### M1 wires

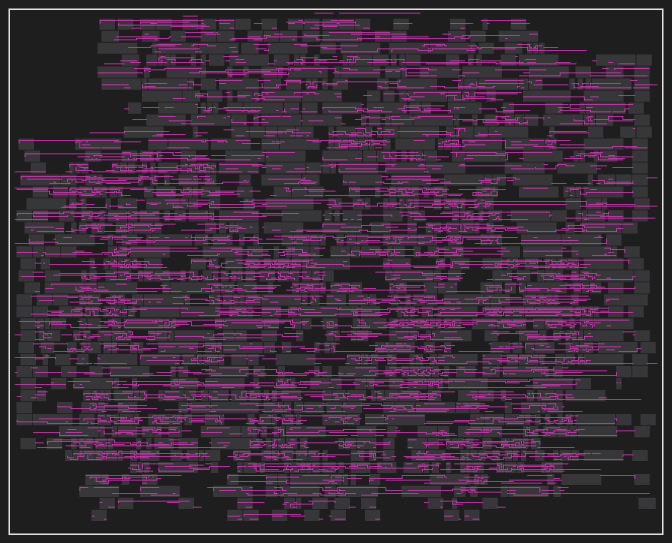
### Met2 routing

The bar under the picture is 50 um long.
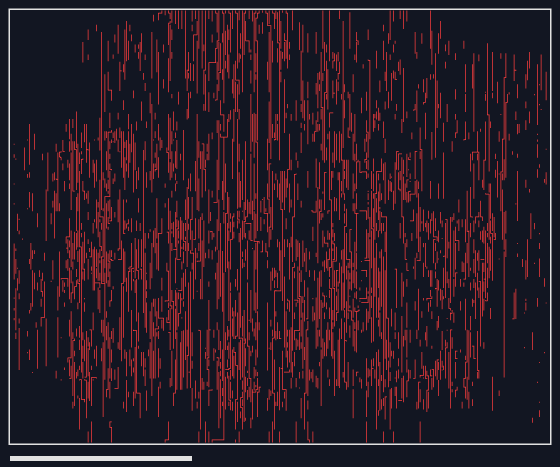
$ cat src/rtl/freq_band_scheduler.sv
// ---------------------------------------------------------------------------
// freq_band_scheduler
//
// Time-shares one band-filter engine across seven frequency bands. Each
// accepted `ready` strobe latches one audio sample and the band-enable mask.
// The FSM then walks bands 0..6. Each enabled band is issued to the engine
// once, and the returned filter output becomes an 8-bit peak-hold level.
// Disabled bands are forced to level 0. At frame end the sample is copied to
// audio_out. A frame counter decays every level by one step each
// DECAY_SAMPLES frames.
//
// Optional feature (macro FBS_TIMEOUT_EN):
//   defined   - a band is abandoned after TIMEOUT_CYCLES cycles in WAIT
//               without eng_done. The sticky `timeout` flag is set and the
//               band's level is left untouched.
//   undefined - WAIT holds until eng_done; `timeout` is tied low.
//
// Ports:
//   clock, reset        posedge clock, async active-low reset
//   ready, audio_in     one-cycle sample strobe and signed 18-bit sample
//   controls            [6:0] band enable mask, [7] freeze (ignore ready)
//   eng_start/eng_band  engine request pulse and band index (held to UPDATE)
//   eng_sample          latched sample, held for the whole frame
//   eng_done/eng_result engine completion pulse and signed result
//   audio_out           frame-aligned copy of the sample
//   freq1..freq7        peak-hold levels of bands 0..6
//   busy                high outside IDLE
//   frame_done          one-cycle pulse after FINISH
//   overrun             sticky: ready seen while not IDLE
//   timeout             sticky: engine did not answer in time
// ---------------------------------------------------------------------------

// Per-band peak-hold level. Clear has priority over update. Decay happens only
// in FINISH, so the decay step always follows this frame's peak update.
module fbs_band_level (
    input  logic       clock,
    input  logic       reset,
    input  logic       clr,
    input  logic       upd,
    input  logic       decay,
    input  logic [7:0] cand,
    output logic [7:0] level
);
    always_ff @(posedge clock or negedge reset) begin
        if (!reset) begin
            level <= '0;
        end else if (clr) begin
            level <= '0;
        end else if (upd) begin
            if (cand > level) level <= cand;
        end else if (decay && (level != 8'd0)) begin
            level <= level - 8'd1;
        end
    end
endmodule

module freq_band_scheduler #(
    parameter int DECAY_SAMPLES  = 64,
    parameter int TIMEOUT_CYCLES = 255
) (
    input  logic        clock,
    input  logic        reset,
    input  logic        ready,
    input  logic [17:0] audio_in,
    input  logic [7:0]  controls,
    output logic        eng_start,
    output logic [2:0]  eng_band,
    output logic [17:0] eng_sample,
    input  logic        eng_done,
    input  logic [17:0] eng_result,
    output logic [17:0] audio_out,
    output logic [7:0]  freq1,
    output logic [7:0]  freq2,
    output logic [7:0]  freq3,
    output logic [7:0]  freq4,
    output logic [7:0]  freq5,
    output logic [7:0]  freq6,
    output logic [7:0]  freq7,
    output logic        busy,
    output logic        frame_done,
    output logic        overrun,
    output logic        timeout
);
    localparam int         NUM_BANDS = 7;
    localparam logic [2:0] LAST_BAND = 3'd6;

    typedef enum logic [2:0] {
        S_IDLE,
        S_ISSUE,
        S_WAIT,
        S_UPDATE,
        S_FINISH
    } state_t;

    typedef struct packed {
        logic        done;
        logic [17:0] result;
    } eng_rsp_t;

    state_t                        state, state_nxt;
    logic [2:0]                    band, band_nxt;
    logic [17:0]                   sample;
    logic [NUM_BANDS-1:0]          mask;
    logic [7:0]                    cand_q;
    logic [15:0]                   decay_cnt;
    logic                          decay_wrap;
    logic                          wait_expire;
    logic                          frame_go;
    eng_rsp_t                      rsp;

    logic [17:0]                   mag;
    logic [7:0]                    cand;
    logic                          unused_mag_lsb;

    logic [NUM_BANDS-1:0]          lvl_clr;
    logic [NUM_BANDS-1:0]          lvl_upd;
    logic [NUM_BANDS-1:0][7:0]     level;

    assign rsp      = '{done: eng_done, result: eng_result};
    assign frame_go = ready && !controls[7];

    // ------------------------------------------------------------------
    // FSM: state register
    // ------------------------------------------------------------------
    always_ff @(posedge clock or negedge reset) begin
        if (!reset) begin
            state <= S_IDLE;
            band  <= '0;
        end else begin
            state <= state_nxt;
            band  <= band_nxt;
        end
    end

    // ------------------------------------------------------------------
    // FSM: next state and engine request
    // ------------------------------------------------------------------
    always_comb begin
        state_nxt = state;
        band_nxt  = band;
        eng_start = 1'b0;
        unique case (state)
            S_IDLE: begin
                if (frame_go) begin
                    state_nxt = S_ISSUE;
                    band_nxt  = '0;
                end
            end
            S_ISSUE: begin
                if (mask[band]) begin
                    eng_start = 1'b1;
                    state_nxt = S_WAIT;
                end else if (band == LAST_BAND) begin
                    state_nxt = S_FINISH;
                end else begin
                    band_nxt = band + 3'd1;
                end
            end
            S_WAIT: begin
                if (rsp.done) begin
                    state_nxt = S_UPDATE;
                end else if (wait_expire) begin
                    // Abandoned band: skip UPDATE so the level stays as is.
                    if (band == LAST_BAND) begin
                        state_nxt = S_FINISH;
                    end else begin
                        state_nxt = S_ISSUE;
                        band_nxt  = band + 3'd1;
                    end
                end
            end
            S_UPDATE: begin
                if (band == LAST_BAND) begin
                    state_nxt = S_FINISH;
                end else begin
                    state_nxt = S_ISSUE;
                    band_nxt  = band + 3'd1;
                end
            end
            S_FINISH: begin
                state_nxt = S_IDLE;
                band_nxt  = '0;
            end
            default: begin
                state_nxt = S_IDLE;
                band_nxt  = '0;
            end
        endcase
    end

    assign busy       = (state != S_IDLE);
    assign eng_band   = band;
    assign eng_sample = sample;

    // ------------------------------------------------------------------
    // Result magnitude -> 8-bit candidate.
    // -131072 is the only value whose negation sets mag[17]; it saturates
    // to full scale, the same as 131071 would.
    // ------------------------------------------------------------------
    always_comb begin
        mag  = rsp.result[17] ? (~rsp.result + 18'd1) : rsp.result;
        cand = mag[17] ? 8'hFF : mag[16:9];
    end
    assign unused_mag_lsb = ^mag[8:0];

    assign decay_wrap = (decay_cnt == 16'(DECAY_SAMPLES - 1));

    // ------------------------------------------------------------------
    // Frame datapath
    // ------------------------------------------------------------------
    always_ff @(posedge clock or negedge reset) begin
        if (!reset) begin
            sample     <= '0;
            mask       <= '0;
            cand_q     <= '0;
            decay_cnt  <= '0;
            audio_out  <= '0;
            frame_done <= 1'b0;
            overrun    <= 1'b0;
        end else begin
            frame_done <= (state == S_FINISH);
            // Any ready outside IDLE, including FINISH, drops the sample.
            if (ready && (state != S_IDLE)) overrun <= 1'b1;
            // The mask is latched once so mid-frame control edits wait a frame.
            if ((state == S_IDLE) && frame_go) begin
                sample <= audio_in;
                mask   <= controls[NUM_BANDS-1:0];
            end
            if ((state == S_WAIT) && rsp.done) cand_q <= cand;
            if (state == S_FINISH) begin
                audio_out <= sample;
                decay_cnt <= decay_wrap ? 16'd0 : decay_cnt + 16'd1;
            end
        end
    end

    // ------------------------------------------------------------------
    // Per-band level lanes
    // ------------------------------------------------------------------
    always_comb begin
        lvl_clr = '0;
        lvl_upd = '0;
        if ((state == S_ISSUE) && !mask[band]) lvl_clr[band] = 1'b1;
        if (state == S_UPDATE)                 lvl_upd[band] = 1'b1;
    end

    for (genvar i = 0; i < NUM_BANDS; i++) begin : g_band
        fbs_band_level u_lvl (
            .clock (clock),
            .reset (reset),
            .clr   (lvl_clr[i]),
            .upd   (lvl_upd[i]),
            .decay ((state == S_FINISH) && decay_wrap),
            .cand  (cand_q),
            .level (level[i])
        );
    end

    assign freq1 = level[0];
    assign freq2 = level[1];
    assign freq3 = level[2];
    assign freq4 = level[3];
    assign freq5 = level[4];
    assign freq6 = level[5];
    assign freq7 = level[6];

    // ------------------------------------------------------------------
    // Engine watchdog
    // ------------------------------------------------------------------
`ifdef FBS_TIMEOUT_EN
    logic [15:0] wait_cnt;

    // The counter is cleared in ISSUE, so it always starts at 0 in the
    // first WAIT cycle. The band expires in its TIMEOUT_CYCLES-th WAIT cycle.
    always_ff @(posedge clock or negedge reset) begin
        if (!reset) begin
            wait_cnt <= '0;
            timeout  <= 1'b0;
        end else begin
            if (state == S_ISSUE)     wait_cnt <= '0;
            else if (state == S_WAIT) wait_cnt <= wait_cnt + 16'd1;
            if (wait_expire) timeout <= 1'b1;
        end
    end

    assign wait_expire = (state == S_WAIT) && !rsp.done &&
                         (wait_cnt == 16'(TIMEOUT_CYCLES - 1));
`else
    logic unused_timeout_cfg;

    assign wait_expire        = 1'b0;
    assign timeout            = 1'b0;
    assign unused_timeout_cfg = ^(16'(TIMEOUT_CYCLES));
`endif

endmodule

$ cat config.mk
export PLATFORM = sky130hd
export DESIGN_NAME = freq_band_scheduler
export DESIGN_NICKNAME = d
export VERILOG_FILES = /design/src/rtl/freq_band_scheduler.sv
export SDC_FILE = /design/constraint.sdc
export NUM_CORES = 1
export LEC_CHECK = 0
export CAP_MARGIN = 30
export CORE_ASPECT_RATIO = 0.8
export CORE_UTILIZATION = 50
export CTS_BUF_LIST = sky130_fd_sc_hd__clkbuf_8 sky130_fd_sc_hd__clkbuf_16
export CTS_CLUSTER_SIZE = 40
export DETAILED_ROUTE_END_ITERATION = 8
export PLACE_DENSITY = 0.76
export SLEW_MARGIN = 20
export SYNTH_ARGS = -nofsm -noshare
export SYNTH_HDL_FRONTEND = slang
export SYNTH_SLANG_ARGS = --single-unit
$ cat constraint.sdc
create_clock -name clock -period 6.3 [get_ports clock]
set_clock_uncertainty 0.2 [all_clocks]
set_input_delay 1.26 -clock clock [delete_from_list [all_inputs] [get_ports clock]]
set_output_delay 1.26 -clock clock [all_outputs]
set_load 0.01 [all_outputs]
==> metrics.csv <==
stage,metric,value,unit
placed_design,dpl.cell_count,1269,
critical_path,startpoint_type,flop,
finish,nNonClkBuffers,160,
logic_synthesis,postSynthSeqShare,0.384,
logic_synthesis,logic_family,AND-OR/OR-AND gates,
placed_design,dp_hpwl,15500,um
hold_path,whs_path_depth,1,
critical_path,path_cells,nand2b_1 > o32ai_1 > o21ai_1 > nor2_1 > clkdlybuf4s50_1,
detailed_routing,drt-vias-per-instance,5.83,
logic_synthesis,synth_top_cell_by_count,dfrtp_1,
pwr,comb_cell_power,2.48,mW
finish,logic_gate_count,698,
pwr,irDropWorstVdd,0.000242,V
logic_synthesis,ys_cells,940,
pwr,p_switching,2.02,mW
finish,area_growth,26.5,%
final_timing,holdWs,0.263,ns
run_status,outcome,completed,
finish,comb_area_frac,0.443,
hold_path,hold_path.startpoint,overrun,
finish,inv_count,63,
run,warning_count,35,
clock_network,cts-resized-gates,0,
finish,largest_class,multi-input combinational cells,
pwr,p_seq,1.42,mW
pwr,internal_power,2.96,mW
grt,grt-busiest-layer,met1,
critical_path,critPathRequiredTime,4.84,ns
final_timing,hold_viol,0,
finish,seqAreaFraction,0.304,
detailed_routing,wl_per_cell,17.0,um
logic_synthesis,common_cells,"dfrtp_1 (131), nand2_1 (121), ha_1 (73)",
critical_path,r2r_end,g_band[0].u_lvl.level[0],
floorplanning,die_y,119,um
critical_path,path_max_fanout,18,
final_timing,maxSlewViolCount,0,
placed_design,gp_congestion,0.870,
finish,logic_area,4780,sq um
clock_network,cts_buffer_depth,2,
floorplanning,chipWidth,148,um
logic_synthesis,syn_nets,1061,
logic_synthesis,synth_chip_area,8530,sq um
finish,ff_latch_area,3280,sq um
critical_path,cpMaxStageDelayCell,dfrtp_1,
pwr,combPwrFrac,0.498,
critical_path,critPathLaunch,eng_band[1],
finish,fin_nets,1192,
critical_path,r2r.worst_path.cells,7,
clock_network,cts_buffers,17,
detailed_routing,final_antenna_net_count,0,
critical_path,cp.arrival,2.70,ns
detailed_routing,met3_length,1490,um
hold_path,whs_endpoint,overrun,
finish,fin_area,10800,sq um
placed_design,portBuffers,146,
grt,grt_max_degree,105,
finish,buf_share,0.147,
grt,grt_pass1_wl,35700,um
finish,final_cell_mix,"clkdlybuf4s50_1 (145), dfrtp_1 (131), nand2_1 (121), ha_1 (73), nor2_1 (67)",
logic_synthesis,synthArstFlopShare,1.00,
detailed_routing,wl_met2,9560,um
grt,grt_use_total,0.256,
floorplanning,core_area,16600,sq um
detailed_routing,drt_iter0_markers,561,
floorplanning,ios,148,
floorplanning,placementRows,42,
finish,drive_gt1_frac,0.0849,
critical_path,r2r-start,state[0],
Back to the opening pictures, 'M1 wires':
The layer carries 10900 um of wire. The longest straight run is 44.6 um. 1063 nets have wire on it.

Back to the opening pictures, 'Met2 routing':
The wires run mostly vertical. The longest straight run is 48.6 um.

Power is estimated from default activity; no workload was simulated.
